### Close-up of the layout, run 1

Window x 0 to 40, y 23 to 63 µm. Cells in gray, sequential cells in the stronger gray; small squares are vias.
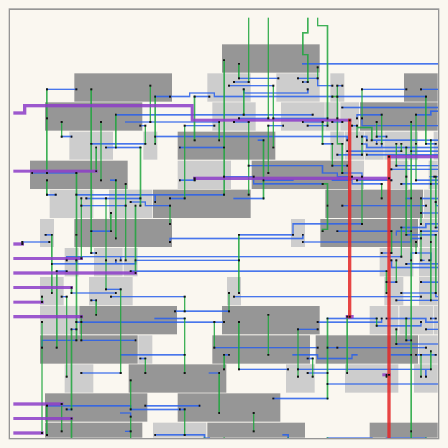
### Clock routing, run 1

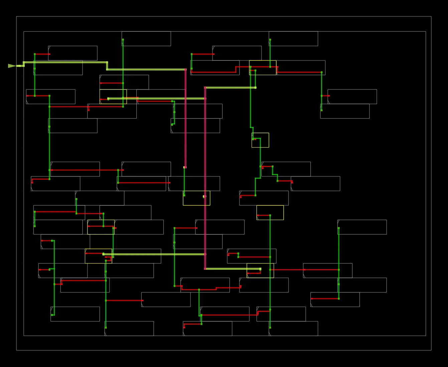
### Nets reached from selected ports, run 1

The bar under the picture is 20 µm long.
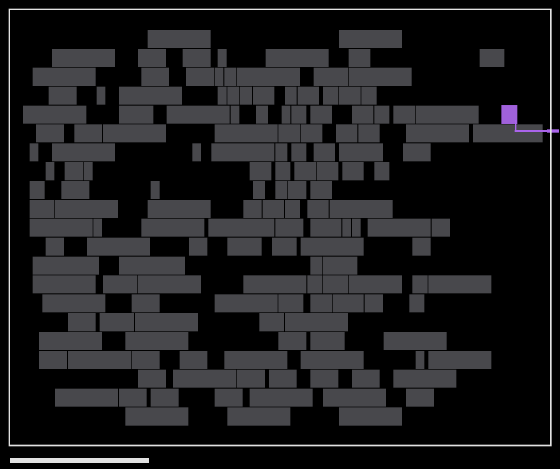
### Routed metal, one color a layer, run 1

Only two layers are drawn.
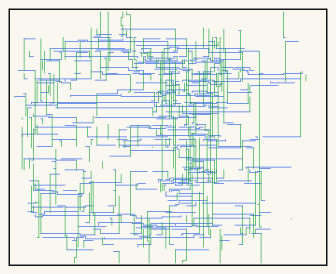
==> src/rtl/spi_peripheral.sv <==
// SPI peripheral (mode 0, CPOL=0 / CPHA=0, MSB first) running entirely in the
// clk domain. sclk, cs_n and mosi are oversampled through flop synchronisers,
// and every action is driven by edges of the synchronised copies.
//
// Ports
//   clk, rst_n   system clock / asynchronous active-low reset
//   sclk, cs_n   SPI clock and chip select from the controller (async)
//   mosi         serial data in, MSB first
//   miso         serial data out, MSB first; forced low when miso_oe=0
//   miso_oe      output enable, high while a frame is active
//   tx_data      byte to transmit
//   tx_load      write tx_data into the transmit buffer (accepted if tx_ready)
//   tx_ready     transmit buffer empty
//   rx_data      last complete received byte
//   rx_valid     one-clk pulse when rx_data is updated
//   tx_underrun  one-clk pulse when a byte starts with an empty buffer
//   busy         frame active
module spi_peripheral #(
  parameter int DATA_W      = 8,
  parameter int SYNC_STAGES = 2
) (
  input  logic              clk,
  input  logic              rst_n,
  input  logic              sclk,
  input  logic              cs_n,
  input  logic              mosi,
  output logic              miso,
  output logic              miso_oe,
  input  logic [DATA_W-1:0] tx_data,
  input  logic              tx_load,
  output logic              tx_ready,
  output logic [DATA_W-1:0] rx_data,
  output logic              rx_valid,
  output logic              tx_underrun,
  output logic              busy
);

  typedef enum logic {IDLE, ACTIVE} state_t;

  state_t state_q, state_d;

  logic [SYNC_STAGES-1:0] sclk_sync, cs_sync, mosi_sync, flush;
  logic                   s_sclk, s_cs_n, s_mosi;
  logic                   prev_sclk, prev_cs_n, armed;

  logic [2:0]        bit_cnt;
  logic [DATA_W-1:0] rx_shift, tx_shift, tx_buf;
  logic              buf_full, reload_pend;

  logic sclk_rise, sclk_fall, cs_rise, cs_fall;
  logic frame_start, frame_end, rise_act, fall_act, transfer, load_ok, last_bit;

  assign s_sclk = sclk_sync[SYNC_STAGES-1];
  assign s_cs_n = cs_sync[SYNC_STAGES-1];
  assign s_mosi = mosi_sync[SYNC_STAGES-1];

  // Synchronisers, plus a flush marker that tells when the synchroniser output
  // reflects real pin samples rather than reset values.
  always_ff @(posedge clk or negedge rst_n) begin
    if (!rst_n) begin
      sclk_sync <= '0;
      cs_sync   <= '1;
      mosi_sync <= '0;
      flush     <= '0;
      prev_sclk <= 1'b0;
      prev_cs_n <= 1'b1;
      armed     <= 1'b0;
    end else begin
      sclk_sync <= {sclk_sync[SYNC_STAGES-2:0], sclk};
      cs_sync   <= {cs_sync[SYNC_STAGES-2:0], cs_n};
      mosi_sync <= {mosi_sync[SYNC_STAGES-2:0], mosi};
      flush     <= {flush[SYNC_STAGES-2:0], 1'b1};
      prev_sclk <= s_sclk;
      prev_cs_n <= s_cs_n;
      // A frame may only start after cs_n has genuinely been seen high; this
      // stops a cs_n held low through reset from looking like a fresh fall.
      armed     <= armed | (flush[SYNC_STAGES-1] & s_cs_n);
    end
  end

  assign sclk_rise = s_sclk & ~prev_sclk;
  assign sclk_fall = ~s_sclk & prev_sclk;
  assign cs_rise   = s_cs_n & ~prev_cs_n;
  assign cs_fall   = ~s_cs_n & prev_cs_n & armed;

  assign frame_start = (state_q == IDLE) & cs_fall;
  assign frame_end   = (state_q == ACTIVE) & cs_rise;
  // A deselect takes priority over any sclk edge seen in the same cycle.
  assign rise_act    = (state_q == ACTIVE) & ~cs_rise & sclk_rise;
  assign fall_act    = (state_q == ACTIVE) & ~cs_rise & sclk_fall;
  assign last_bit    = rise_act & (bit_cnt == 3'd7);
  assign transfer    = frame_start | (fall_act & reload_pend);
  assign load_ok     = tx_load & ~buf_full;

  always_ff @(posedge clk or negedge rst_n) begin
    if (!rst_n) state_q <= IDLE;
    else        state_q <= state_d;
  end

  always_comb begin
    state_d = state_q;
    case (state_q)
      IDLE:    if (cs_fall) state_d = ACTIVE;
      ACTIVE:  if (cs_rise) state_d = IDLE;
      default: state_d = IDLE;
    endcase
  end

  always_ff @(posedge clk or negedge rst_n) begin
    if (!rst_n) begin
      bit_cnt     <= '0;
      rx_shift    <= '0;
      tx_shift    <= '0;
      tx_buf      <= '0;
      buf_full    <= 1'b0;
      reload_pend <= 1'b0;
      rx_data     <= '0;
      rx_valid    <= 1'b0;
      tx_underrun <= 1'b0;
    end else begin
      rx_valid    <= last_bit;
      tx_underrun <= 1'b0;

      if (frame_start || frame_end) bit_cnt <= '0;
      else if (rise_act)            bit_cnt <= bit_cnt + 3'd1;

      if (rise_act) rx_shift <= {rx_shift[DATA_W-2:0], s_mosi};
      if (last_bit) rx_data  <= {rx_shift[DATA_W-2:0], s_mosi};

      // The fall after the 8th rise starts the next byte: reload, don't shift.
      if (frame_start || frame_end) reload_pend <= 1'b0;
      else if (last_bit)            reload_pend <= 1'b1;
      else if (fall_act)            reload_pend <= 1'b0;

      if (load_ok) tx_buf <= tx_data;

      // An empty buffer at transfer time still accepts a same-cycle tx_load.
      if (transfer) begin
        tx_shift    <= buf_full ? tx_buf : '0;
        tx_underrun <= ~buf_full;
        buf_full    <= load_ok;
      end else begin
        if (fall_act) tx_shift <= {tx_shift[DATA_W-2:0], 1'b0};
        buf_full <= buf_full | load_ok;
      end
    end
  end

  assign miso_oe  = (state_q == ACTIVE);
  assign busy     = (state_q == ACTIVE);
  assign miso     = miso_oe & tx_shift[DATA_W-1];
  assign tx_ready = ~buf_full;

endmodule

==> config.mk <==
export PLATFORM = sky130hd
export DESIGN_NAME = spi_peripheral
export DESIGN_NICKNAME = d
export VERILOG_FILES = /design/src/rtl/spi_peripheral.sv
export SDC_FILE = /design/constraint.sdc
export NUM_CORES = 1
export LEC_CHECK = 0
export CORE_ASPECT_RATIO = 0.8
export CORE_UTILIZATION = 45
export DETAILED_ROUTE_END_ITERATION = 12
export DONT_BUFFER_PORTS = 1
export PLACE_DENSITY = 0.63
export SYNTH_ARGS = -nofsm -noshare
export SYNTH_HDL_FRONTEND = slang
export SYNTH_SLANG_ARGS = --single-unit
==> constraint.sdc <==
create_clock -name clk -period 2.1 [get_ports clk]
set_input_delay 0.315 -clock clk [delete_from_list [all_inputs] [get_ports clk]]
set_output_delay 0.315 -clock clk [all_outputs]
set_load 0.02 [all_outputs]
==> flow_summary.toml, run 1 <==
# yosys + openroad results
[yosys]
yosysWarnings = 0
mux_share_pct = 13.05
synthArstFlopShare_pct = 100.0
synthTopCellsByCount = "dfrtp_1, mux2_1, nand2_1, a21oi_1, a41oi_1"
topCellsByArea = "dfrtp_1, mux2_1, dfstp_2"
top_cell = "dfrtp_1"
syn-num-nets = 168
ys_area_mm2 = 0.002071
yosys.cell_types.count = 33
synth_adder_area_share_pct = 1.208

[worst_setup_path]
worstPathMaxFanout = 14
cpPeakStageDelay_ns = 0.56
cp.arrival_ns = 1.99
startpoint = "prev_cs_n"
r2r-start = "prev_cs_n"

[finish]
finalNonFillerCells = 215
seq_share_pct = 55.20
nNonClkInverters = 3
logic_area_um2 = 745.7
lay_top_cells = "dfrtp_1, mux2_1, nand2_1"

[run]
maxCapViolCount = 0

[die]
die-area_mm2 = 0.004879
fp.dieW_um = 77.84

[route]
postRouteAntennaNets = 0
remaining_drc_errors = 0
met3WireLength_um = 191

[clock_network]
cts_resized = 0
cts.htree.levels = 2

[global_routing]
grtUsageMet3_pct = 5.985
grt_start_max_net_pins = 51

[final_timing]
setup_slack_ns = 0.2976
fmax_mhz = 554.8

[pwr]
power.density_mw_per_mm2 = 1034
vdd_drop_max_uv = 620.9
clkPwrFrac_pct = 25.9
pg_clk_mw = 0.610
p_comb_mw = 0.419
sw_frac_of_total_pct = 28.06

[status]
outcome = "finished clean"
## Picture notes: 'Close-up of the layout'
metal 3 -> purple
metal 4 -> red
metal 1 -> blue
metal 2 -> green
cells with their middle in the window = 63
sequential cells in the window = 22
netlist names of flops here include = `tx_buf` (8), `tx_shift` (3), `cs_sync` (2)
most frequent = dfrtp_1 (19), nand2_1 (8)

## Picture notes: 'Clock routing'
total clock sinks: 50
Worst Skew: 0.005310 ns
clock buffer count: 7
clk latency late pin: 0.30 ns

## Picture notes: 'Nets reached from selected ports'
`miso` -> purple  # bits 1, direction output, edge east, end cells 1, wire 6.10 µm

## Picture notes: 'Routed metal, one color a layer'
metal 2 -> green  # wire length 1350 µm
metal 1 -> blue  # wire length 1710 µm
WL/cell: 15.35 µm
Routed WL: 3.300 mm
GRT Util Overall: 15.08%
vias: 1174

### Register map, names as in the netlist, run 1

The bar under the picture is 20 µm long.
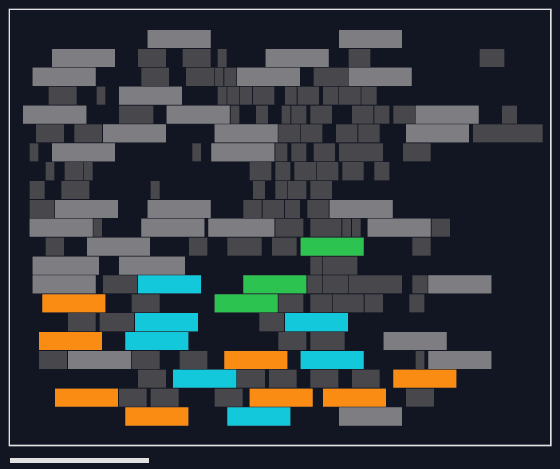

## Run 2: what changed since run 1
- REMOVE_ABC_BUFFERS: not set -> 1
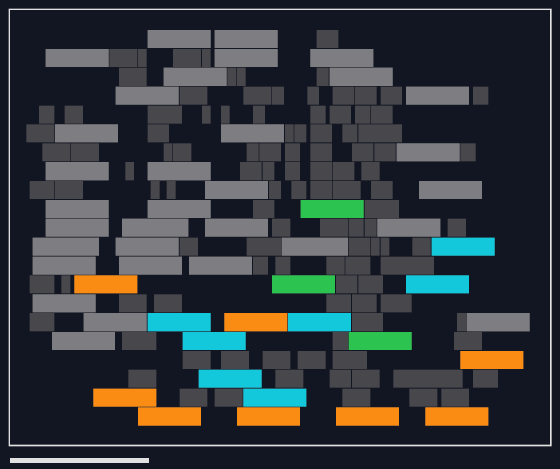
*Register map, names as in the netlist, run 2*
The bar under the picture is 20 µm long.
`bit_cnt` -> green  # sequential cells 3
`rx_shift` -> cyan  # sequential cells 7
`rx_data` -> orange  # sequential cells 8
not colored = 32
FF/Latch Area: 0.001255 mm²
sequential power: 1.33 mW
Seq area share: 54.90%
fin util: 53.05%

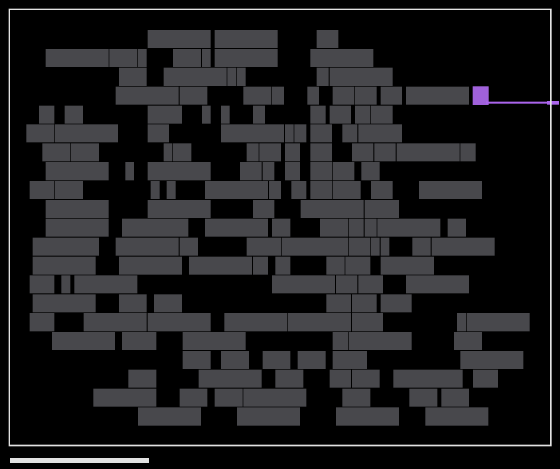
*Nets reached from selected ports, run 2*
The bar under the picture is 20 µm long.
`miso` -> purple  # bits 1, direction output, edge east, end cells 1, wire 8.80 µm

==> flow_summary.toml, run 2 <==
# yosys + openroad results
[yosys]
yosys.cell_types.count = 33
synth_adder_area_share_pct = 1.208
synthArstFlopShare_pct = 100.0
topCellsByArea = "dfrtp_1, mux2_1, dfstp_2"
synthTopCellsByCount = "dfrtp_1, mux2_1, nand2_1, a21oi_1, a41oi_1"
ys_area_mm2 = 0.002071
top_cell = "dfrtp_1"
yosysWarnings = 0

[final_timing]
setup_slack_ns = 0.2837
fmax_mhz = 550.6

[run]
maxCapViolCount = 0

[route]
postRouteAntennaNets = 0
remaining_drc_errors = 0
met3WireLength_um = 160
wl_per_cell_um = 15.87
wl_mm = 3.443

[worst_setup_path]
worstPathMaxFanout = 14
cpPeakStageDelay_ns = 0.56
r2r-start = "prev_cs_n"
cp.arrival_ns = 2.01
crit_family = "simple AND/OR/NAND/NOR gates"

[global_routing]
grt_pass1_wl_mm = 5.927
track_usage_pct = 16.11
grt_start_max_net_pins = 51
antenna_found_initial = 0
grtUsageMet3_pct = 4.672

[finish]
finalNonFillerCells = 217
n_all_buffers = 10
logic_area_um2 = 745.7
final_area_mm2 = 0.002286
nNonClkInverters = 3

[pwr]
p_comb_mw = 0.435
power.density_mw_per_mm2 = 1031
sw_frac_of_total_pct = 30.28
vdd_drop_max_uv = 597.5

[clock_network]
cts.sink_count = 50
cts.htree.levels = 2
cts_resized = 0

[status]
outcome = "finished clean"

[die]
fp.dieW_um = 77.84
die-area_mm2 = 0.004879
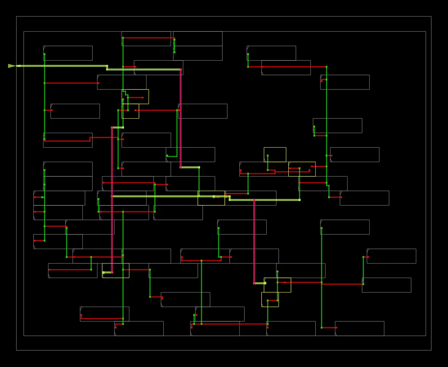
*Clock routing, run 2*
Flops: 50
clk latency late pin: 0.31 ns
clk pwr: 0.593 mW
Num CTS Buffers: 5
Worst Skew: 0.004207 ns

### Routed metal, one color a layer, run 2

Only two layers are drawn.
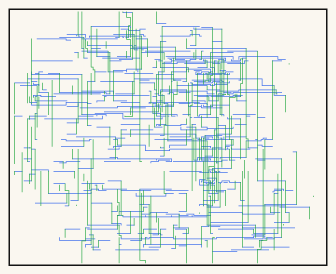

## Run 3: what changed since run 2
- CORE_UTILIZATION: 45 -> 35
- PLACE_DENSITY: 0.63 -> 0.52
- TNS_END_PERCENT: not set -> 20
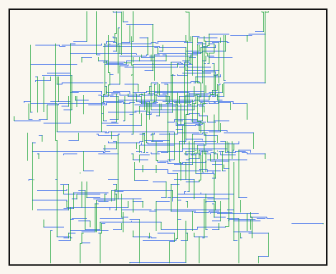
*Routed metal, one color a layer, run 3*
Only two layers are drawn.
metal 1 -> blue  # wire length 1670 µm
metal 2 -> green  # wire length 1450 µm
GRT Util Overall: 12.08%
vias: 1164
WL/cell: 14.13 µm
Routed WL: 3.321 mm

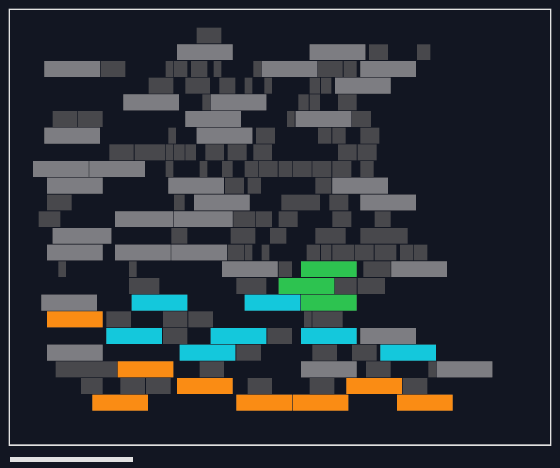
*Register map, names as in the netlist, run 3*
The bar under the picture is 20 µm long.
`bit_cnt` -> green  # sequential cells 3
`rx_shift` -> cyan  # sequential cells 7
`rx_data` -> orange  # sequential cells 8
not colored = 32

==> flow_summary.toml, run 3 <==
# yosys + openroad results
[finish]
seq_area_mm2 = 0.001255
post-route-util_pct = 40.66
n_clock_buffer = 7
lay_top_cells = "dfrtp_1, mux2_1, nand2_1"
n_all_buffers = 7
nNonClkInverters = 3
logic_area_um2 = 745.7
finalNonFillerCells = 235
seq_share_pct = 55.26
flop-count = 50
final_area_mm2 = 0.002271

[route]
remaining_drc_errors = 0
met3WireLength_um = 156
postRouteAntennaNets = 0

[worst_setup_path]
worstPathMaxFanout = 14
r2r-start = "prev_cs_n"
cp.arrival_ns = 1.99
crit_family = "simple AND/OR/NAND/NOR gates"
startpoint = "prev_cs_n"

[pwr]
p_comb_mw = 0.418
power.density_mw_per_mm2 = 997.6
sw_frac_of_total_pct = 28.31
powerSeq_mw = 1.32
vdd_drop_max_uv = 402.7
clkPwrFrac_pct = 23.2

[status]
outcome = "finished clean"

[final_timing]
setup_slack_ns = 0.2862
clock_skew_ns = 0.006985

[clock_network]
cts_resized = 0
cts_buffers = 5
insertion_delay_ns = 0.29
cts.sink_count = 50
cts.htree.levels = 2

[yosys]
ys_area_mm2 = 0.002071
yosysTopAreaCell = "dfrtp_1"
topCellsByArea = "dfrtp_1, mux2_1, dfstp_2"
synthArstFlopShare_pct = 100.0
yosys.cell_types.count = 33
synthTopCellsByCount = "dfrtp_1, mux2_1, nand2_1, a21oi_1, a41oi_1"
synth_xor_xnor_area_share_pct = 0
synth_adder_area_share_pct = 1.208
yosysWarnings = 0
top_cell = "dfrtp_1"

[global_routing]
antenna_found_initial = 0
grt_pass1_wl_mm = 5.740
grtUsageMet3_pct = 4.201

[run]
maxCapViolCount = 0

[die]
die-area_mm2 = 0.006230
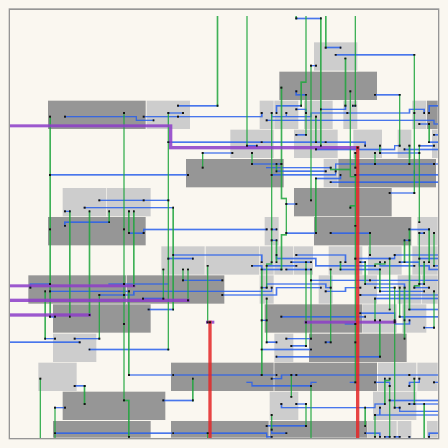
*Close-up of the layout, run 3*
Window x 2 to 42, y 31 to 71 µm. Cells in gray, sequential cells in the stronger gray; small squares are vias.
metal 2 -> green
metal 3 -> purple
metal 1 -> blue
metal 4 -> red
netlist names of flops here include = `tx_buf` (8), `tx_shift` (3), `cs_sync` (2)
cells with their middle in the window = 58
most frequent = dfrtp_1 (15), nand2_1 (10), mux2_1 (7)
sequential cells in the window = 18

Power figures rest on the tool's default switching activity, not on a simulated workload.
